### config.mk
export PLATFORM = sky130hd
export DESIGN_NAME = dfd_dst_arb_mux
export DESIGN_NICKNAME = d
export VERILOG_FILES = /design/src/rtl/dfd_dst_arb_mux.sv
export SDC_FILE = /design/constraint.sdc
export NUM_CORES = 1
export LEC_CHECK = 0
export ABC_AREA = 0
export CAP_MARGIN = 20
export CORE_MARGIN = 3
export CORE_UTILIZATION = 43
export CTS_BUF_LIST = sky130_fd_sc_hd__clkbuf_16
export DETAILED_ROUTE_END_ITERATION = 8
export PLACE_DENSITY = 0.9
export SLEW_MARGIN = 5
export SYNTH_ARGS = -nofsm -noshare
export SYNTH_HDL_FRONTEND = slang
export SYNTH_SLANG_ARGS = --single-unit
### constraint.sdc
create_clock -name clk -period 2.2 [get_ports clk]
set_clock_uncertainty 0.1 [all_clocks]
set_input_delay 0.22 -clock clk [delete_from_list [all_inputs] [get_ports clk]]
set_output_delay 0.22 -clock clk [all_outputs]
set_load 0.03 [all_outputs]
### src/rtl/dfd_dst_arb_mux.sv
// dfd_dst_arb_mux: registered, flow-controlled destination arbiter for the
// CLA debug-signal path. Picks one of LEVELS valid/ready sources (fixed
// priority or round-robin, with an optional burst lock) and presents the
// winning data through a one-deep output register.
module dfd_dst_arb_mux #(
  parameter int WIDTH   = 8,
  parameter int LEVELS  = 4,
  parameter int BURST_W = 4
) (
  input  logic               clk,
  input  logic               reset,
  input  logic               mode_rr,
  input  logic [BURST_W-1:0] burst_len,
  input  logic [LEVELS-1:0]  req_valid,
  input  logic [WIDTH-1:0]   req_data [0:LEVELS-1],
  output logic [LEVELS-1:0]  req_ready,
  output logic               out_valid,
  output logic [WIDTH-1:0]   out_data,
  output logic [LEVELS-1:0]  out_sel,
  input  logic               out_ready
);

  localparam int IDX_W = (LEVELS > 1) ? $clog2(LEVELS) : 1;

  logic               out_valid_q, out_valid_d;
  logic [WIDTH-1:0]   out_data_q, out_data_d;
  logic [LEVELS-1:0]  out_sel_q, out_sel_d;
  logic [IDX_W-1:0]   last_grant_q, last_grant_d;
  logic [IDX_W-1:0]   lock_idx_q, lock_idx_d;
  logic               lock_act_q, lock_act_d;
  logic [BURST_W-1:0] hold_cnt_q, hold_cnt_d;

  logic               load;
  logic               lock_hit;
  logic               win_found;
  logic [IDX_W-1:0]   win_idx;
  logic               xfer;
  logic [BURST_W:0]   hold_inc;
  int                 cand;

  // Winner selection: an honoured lock wins outright; otherwise fixed
  // priority takes the highest valid index, and round-robin searches
  // downward from last_grant-1 with wrap, visiting last_grant itself last.
  always_comb begin
    win_found = 1'b0;
    win_idx   = '0;
    cand      = 0;
    lock_hit  = lock_act_q & req_valid[lock_idx_q];
    if (lock_hit) begin
      win_found = 1'b1;
      win_idx   = lock_idx_q;
    end else if (!mode_rr) begin
      for (int i = 0; i < LEVELS; i++) begin
        if (req_valid[i]) begin
          win_found = 1'b1;
          win_idx   = IDX_W'(i);
        end
      end
    end else begin
      for (int k = 1; k <= LEVELS; k++) begin
        cand = (int'(last_grant_q) + LEVELS - k) % LEVELS;
        if (!win_found && req_valid[cand]) begin
          win_found = 1'b1;
          win_idx   = IDX_W'(cand);
        end
      end
    end
  end

  // Handshake: the output register can take new data when empty or draining;
  // ready goes only to the winner and is suppressed during reset.
  always_comb begin
    load      = ~out_valid_q | out_ready;
    xfer      = load & win_found & ~reset;
    req_ready = xfer ? (LEVELS'(1) << win_idx) : '0;
  end

  // Next-state: load the winner, or empty the register when nothing wins;
  // maintain the burst lock (continue a streak or start a new grant).
  always_comb begin
    out_valid_d  = out_valid_q;
    out_data_d   = out_data_q;
    out_sel_d    = out_sel_q;
    last_grant_d = last_grant_q;
    lock_idx_d   = lock_idx_q;
    lock_act_d   = lock_act_q;
    hold_cnt_d   = hold_cnt_q;
    hold_inc     = {1'b0, hold_cnt_q} + 1'b1;
    if (load) begin
      if (win_found) begin
        out_valid_d  = 1'b1;
        out_data_d   = req_data[win_idx];
        out_sel_d    = LEVELS'(1) << win_idx;
        last_grant_d = win_idx;
        if (lock_hit) begin
          hold_cnt_d = (hold_cnt_q == '1) ? hold_cnt_q : hold_inc[BURST_W-1:0];
          lock_act_d = (hold_inc < {1'b0, burst_len});
        end else begin
          lock_idx_d = win_idx;
          hold_cnt_d = '0;
          lock_act_d = (burst_len != '0);
        end
      end else begin
        out_valid_d = 1'b0;
        lock_act_d  = 1'b0;
      end
    end
  end

  // State registers with synchronous reset.
  always_ff @(posedge clk) begin
    if (reset) begin
      out_valid_q  <= 1'b0;
      out_data_q   <= '0;
      out_sel_q    <= '0;
      last_grant_q <= '0;
      lock_idx_q   <= '0;
      lock_act_q   <= 1'b0;
      hold_cnt_q   <= '0;
    end else begin
      out_valid_q  <= out_valid_d;
      out_data_q   <= out_data_d;
      out_sel_q    <= out_sel_d;
      last_grant_q <= last_grant_d;
      lock_idx_q   <= lock_idx_d;
      lock_act_q   <= lock_act_d;
      hold_cnt_q   <= hold_cnt_d;
    end
  end

  assign out_valid = out_valid_q;
  assign out_data  = out_data_q;
  assign out_sel   = out_sel_q;

endmodule

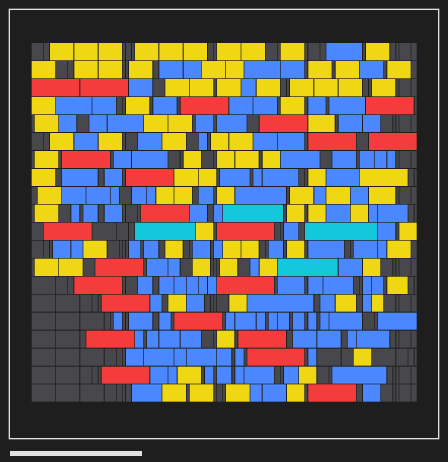
Run 1: placement by cell class
The bar under the picture is 20 um long. Fill, decap, tap and diode cells in gray.
- red: registers (cells 22; share of their area 19%)
- cyan: clock drivers and dummy loads (cells 4; share of their area 4.3%)
- yellow: remaining buffers and delay cells (cells 87; share of their area 33%)
- blue: remaining logic cells (cells 129; share of their area 44%)
final instance area: 0.00248 mm^2
Final Core Density: 78.1%

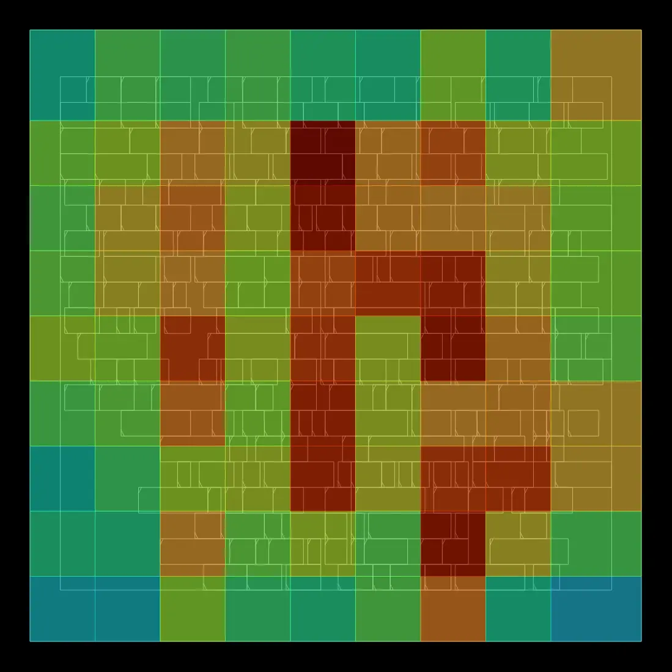
Run 1: track usage over the die
GR Util All Layers: 23.8%
GR Util met3: 5.03%

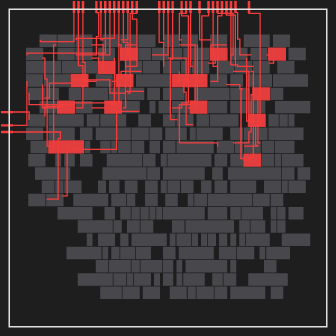
Run 1: nets reached from selected ports
- red: req_data (bits 32; direction input; edge 29 north, 3 west; end cells 16; buffers 32; wire 835 um)
port buffer count: 60
Top Ports: 61

==> qor.csv, run 1 <==
stage,metric,value,unit
finish,lay_top_cells,"clkdlybuf4s50_1 (52), buf_4 (29), mux2i_1 (19), dfxtp_1 (19), nor2_1 (14)",
synth,synth_top_area_share,29.6,%
final_timing,hold_viol,0,
min_path,whs_path_depth,2,
finish,inverters,6,
clock_network,clk_latency,260,ps
worst_setup_path,ff2ff_path_depth,8,
pwr,ir_drop,0.000436,V
final_timing,setup_ws,-60.1,ps
worst_setup_path,slowest_stage,dlygate4sd2_1,
flow_run,cap_violations,0,
global_route,grt_util_met1,27.8,%
finish,fillers,209,
routing,wl,5.17,mm
synth,ff_type,dfxtp_1,
floorplan,fp.coreArea,0.00318,mm^2
finish,buf_share,32.4,%
pwr,power.share.clock,30.1,%
final_timing,setup_viol,2,
clock_network,cts_buffer_depth,2,
finish,layout_top_cell,clkdlybuf4s50_1,
global_route,grt_pass1_vias,1675,
global_route,grt-ovfl-total,0,
finish,sh_seq_area,18.2,%
status,violations,setup timing,
worst_setup_path,worst_r2r_endpoint,out_data[4]$_SDFFE_PP0P_,
final_timing,max_freq,0.442,GHz
worst_setup_path,path_depth,9,
finish,logic_area,0.00104,mm^2
worst_setup_path,reg2reg_from,last_grant_q[1]$_SDFFE_PP0P_,
synth,top_cell,dfxtp_1,
synth,ys_seq_share,29.6,%
min_path,min_path_type,flop to flop,
routing,m1WireLength,2.09,mm
pwr,switchingPower,0.000549,W
clock_network,post_cts_buffers,2,
floorplan,die_x,64.8,um
routing,routedWlPerCell,18.1,um
routing,drtIter0Drc,62,
pwr,p_comb_share,41.1,%
status,status,"complete, but fails checks",
synth,ys_cells,161,
finish,largest_reg_flops,8,
finish,clk_share,4.23,%
worst_setup_path,cp-start-kind,primary input,
-- run 1: cell families after synthesis --
logic type               share of synthesized area [%]
buffers and inverters                             6.65
multiplexers                                      15.1
AND-OR/OR-AND                                     24.3
flip-flops                                        29.6
adder cells (fa/ha/maj)                           3.37
AND/OR/NAND/NOR                                   19.8
XOR/XNOR                                          1.18
-- run 1: stage by stage --
step                      utilization, %  total power (W)  TNS (ps)  instances  setup slack (ps)
final                               78.1          0.00172      -109        286             -60.1
after global routing                78.1          0.00179      -390        286              -140
after CTS                           75.2          0.00167     -33.7        283             -16.1
after detailed placement            70.4          0.00113     -4160        277              -314
after global placement              70.4          0.00112     -3270        277              -260
after floorplan                        -         0.000856      -645        161              -322
--- run 2 (diff from run 1) ---
--- a/config.mk
+++ b/config.mk
@@ -6,7 +6,7 @@
 export NUM_CORES = 1
 export LEC_CHECK = 0
 export ABC_AREA = 0
-export CAP_MARGIN = 20
+export CORE_ASPECT_RATIO = 1.2
 export CORE_MARGIN = 3
 export CORE_UTILIZATION = 43
 export CTS_BUF_LIST = sky130_fd_sc_hd__clkbuf_16
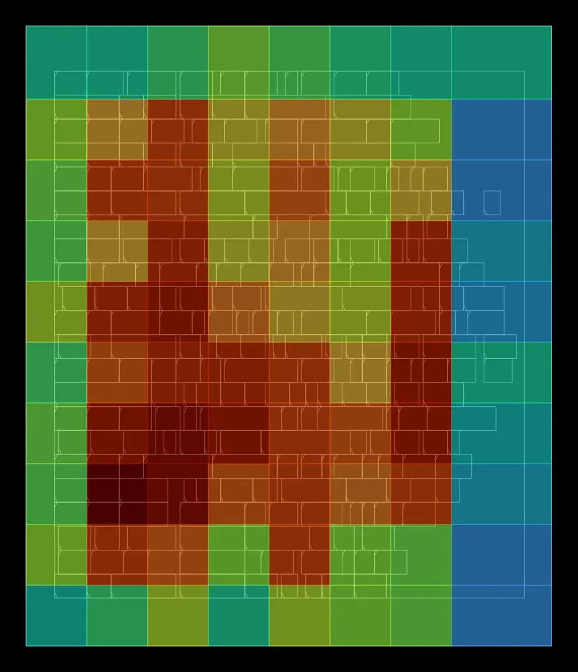
Run 2: track usage over the die
Final Core Density: 80.4%
GR Util met3: 6.65%
GR met2 Demand/Resource: 47.0%

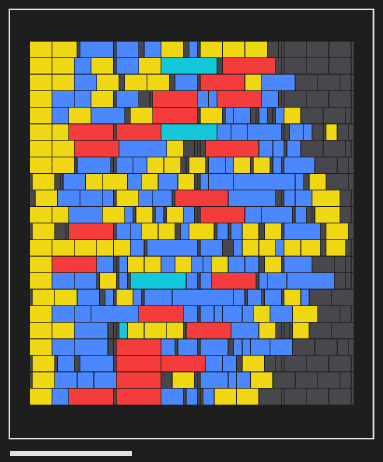
Run 2: placement by cell class
The bar under the picture is 20 um long. Fill, decap, tap and diode cells in gray.
- red: registers (cells 22; share of their area 18%)
- cyan: clock drivers and dummy loads (cells 4; share of their area 3.1%)
- yellow: remaining buffers and delay cells (cells 99; share of their area 36%)
- blue: remaining logic cells (cells 129; share of their area 43%)
final instance area: 0.00257 mm^2
Core ar.: 0.00319 mm^2
Seq area share: 17.6%

==> qor.csv, run 2 <==
stage,metric,value,unit,change
synth,ys_sh_aoi,24.3,%,unchanged
synth,ff_type,dfxtp_1,,
clock_network,cts_buffer_depth,2,,unchanged
synth,mux_share,15.1,%,unchanged
clock_network,post_cts_buffers,3,,+1
finish,largest_reg_flops,8,,unchanged
final_timing,setup_tns,-166,ps,-56.7 ps
routing,drtIter0Drc,103,,+66%
worst_setup_path,cp-start-kind,flop,,
min_path,min_path_type,flop to flop,,
synth,ys_seq_share,29.6,%,unchanged
status,violations,setup timing,,
final_timing,setup_ws,-67.4,ps,-7.29 ps
worst_setup_path,slowest_stage,dfxtp_4,,
global_route,grt-ovfl-total,0,,unchanged
pwr,power.share.clock,23.5,%,-6.6 points
min_path,whs_path_depth,2,,unchanged
global_route,track_usage,28.5,%,+4.7 points
routing,routedWlPerCell,19.6,um,+8.5%
worst_setup_path,worst_r2r_endpoint,out_data[2]$_SDFFE_PP0P_,,
global_route,grt_pass1_vias,1960,,+17%
status,status,"complete, but fails checks",,
global_route,grt_util_met1,30.5,%,+2.7 points
pwr,total_power,0.00165,W,-3.8%
final_timing,max_freq,0.441,GHz,-0.32%
synth,synth_top_area_share,29.6,%,unchanged
worst_setup_path,path_depth,8,,-1
finish,fin_cells,290,,+1.4%
worst_setup_path,ff2ff_path_depth,6,,-2
final_timing,setup_viol,3,,+1
floorplan,ios,61,,unchanged
-- run 2: cell counts after synthesis --
No cell type changed its count.
-- run 2: tightest hold or removal path: stages, from the launching register on --
cell,delay (ps)
dfxtp_1,310
nand2_1,50
a21oi_1,50
-- run 2: metal layers --
metal | up-vias | routed length [um]
li1 | 796 | -
met1 | 853 | 2090
met2 | 115 | 2820
met3 | 30 | 438
met4 | 0 | 337
met5 | - | 0
-- run 2: area by class of cell --
| class | count | area, um^2 |
|---|---|---|
| Sequential cell | 22 | 452 |
| Clock inverter | 1 | 3.75 |
| Fill cell | 160 | 626 |
| Clock buffer | 3 | 75.1 |
| Inverter | 6 | 22.5 |
| Tap cell | 36 | 45.0 |
| Multi-Input combinational cell | 123 | 1070 |
| Timing Repair Buffer | 99 | 897 |
--- run 3 (diff from run 2) ---
--- a/config.mk
+++ b/config.mk
@@ -10,6 +10,7 @@
 export CORE_MARGIN = 3
 export CORE_UTILIZATION = 43
 export CTS_BUF_LIST = sky130_fd_sc_hd__clkbuf_16
+export CTS_CLUSTER_SIZE = 16
 export DETAILED_ROUTE_END_ITERATION = 8
 export PLACE_DENSITY = 0.9
 export SLEW_MARGIN = 5
==> constraint.sdc (replaced) <==
create_clock -name clk -period 2.2 [get_ports clk]
set_clock_uncertainty 0.1 [all_clocks]
set_input_delay 0.22 -clock clk [delete_from_list [all_inputs] [get_ports clk]]
set_output_delay 0.22 -clock clk [all_outputs]
set_load 0.01 [all_outputs]
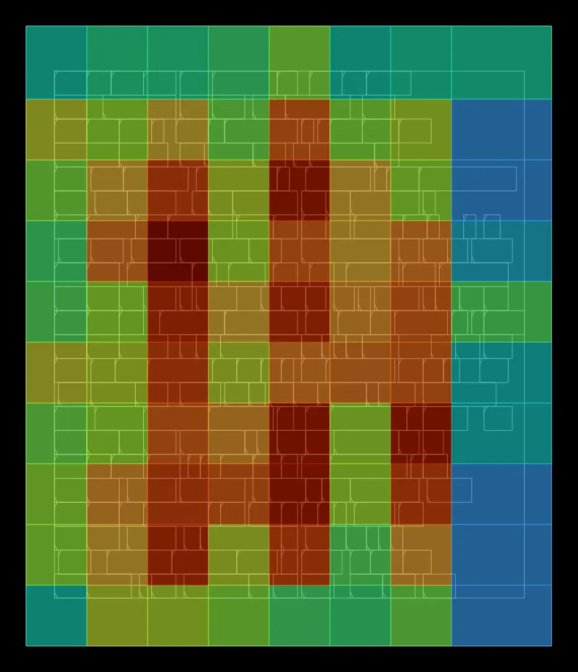
Run 3: track usage over the die
WL/cell: 18.6 um
GR Util met3: 5.36%
Top Usage Layer GRT: met2
GR met2 Demand/Resource: 41.8%

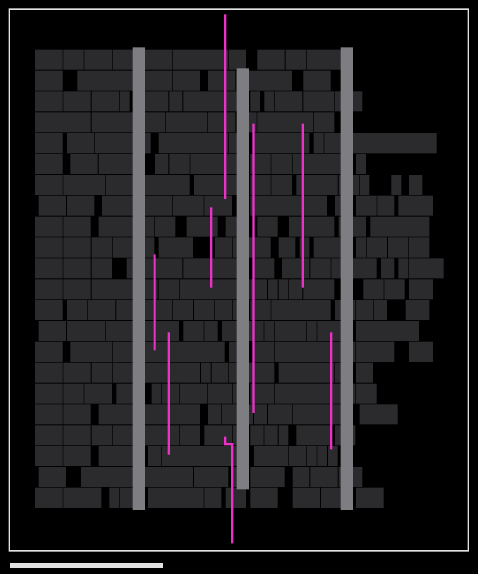
Run 3: the metal 4 layer
The bar under the picture is 20 um long. Supply wires on this layer in gray. Cells faint in the background.
- longest straight run: 37.4 um
- share of all routed wire: 2.8%
drt total wl: 5.28 mm
DR vias: 1655

==> qor.csv, run 3 <==
stage,metric,value,unit,change
floorplan,num_tap_cells,36,,unchanged
min_path,whs_path_depth,2,,unchanged
status,violations,setup timing,,
clock_network,post_cts_buffers,5,,+2
global_route,track_usage,24.2,%,-4.4 points
finish,seq_area,450,um^2,-0.28%
final_timing,setup_ws,-42.6,ps,+24.8 ps
routing,m1WireLength,2.06,mm,-1.2%
final_timing,setup_viol,3,,unchanged
worst_setup_path,path_depth,8,,unchanged
final_timing,setup_tns,-77.9,ps,+88.3 ps
finish,final_util,81.5,%,+1.1 points
routing,wl_met3,332,um,-24%
status,status,"complete, but fails checks",,
finish,fin_cells,284,,-2.1%
synth,ys_sh_aoi,24.3,%,unchanged
final_timing,max_freq,0.446,GHz,+1.1%
routing,highest-signal-layer,met4,,
global_route,grt_util_met1,27.2,%,-3.3 points
global_route,grt_pass1_vias,1745,,-11%
finish,inverters,6,,unchanged
finish,logic_area,0.00111,mm^2,+4.0%
run 3: cell counts after synthesis:
No cell type changed its count.
run 3: power groups by stage:
stage                     combinational [W]  clock (W)  sequential [W]
final                              0.000735   0.000509        0.000496
after global routing               0.000775   0.000534        0.000500
after CTS                          0.000618   0.000513        0.000489
after detailed placement           0.000576          0        0.000493
after global placement             0.000559          0        0.000493
after floorplan                    0.000291          0        0.000503
run 3: cell families (layout without fill, tap and decap cells):
family | after synthesis | after routing
AND/OR/NAND/NOR | 55 | 55
AND-OR/OR-AND | 40 | 40
multiplexers | 22 | 22
flip-flops | 22 | 22
buffers and inverters | 16 | 103
adder cells (fa/ha/maj) | 4 | 4
XOR/XNOR | 2 | 2

## Gallery

Cell area per tile.
picture 1
6 x 7 tiles, from white (low) to dark blue (high), 0 to 100% covered.
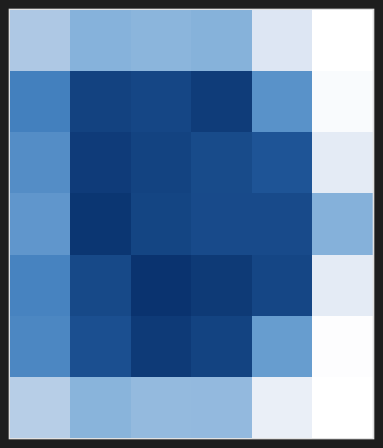
picture 2
6 x 6 tiles, from white (low) to dark blue (high), 0 to 100% covered.
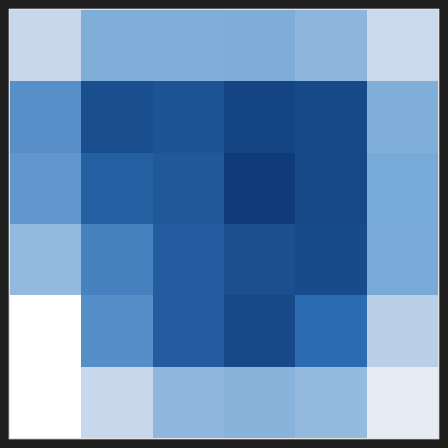
picture 3
6 x 7 tiles, from white (low) to dark blue (high), 0 to 100% covered.
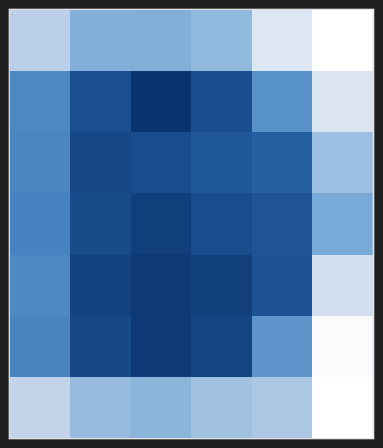
picture 1: run 2
picture 3: run 3
picture 2: run 1

Key to picture 1:
- fullest tile: 99%
- nearly empty tiles: 7.1%
- mean over tiles: 60%
- tiles over 75% full: 43%
- densest ninth of the die: center

Power is estimated from default activity; no workload was simulated.
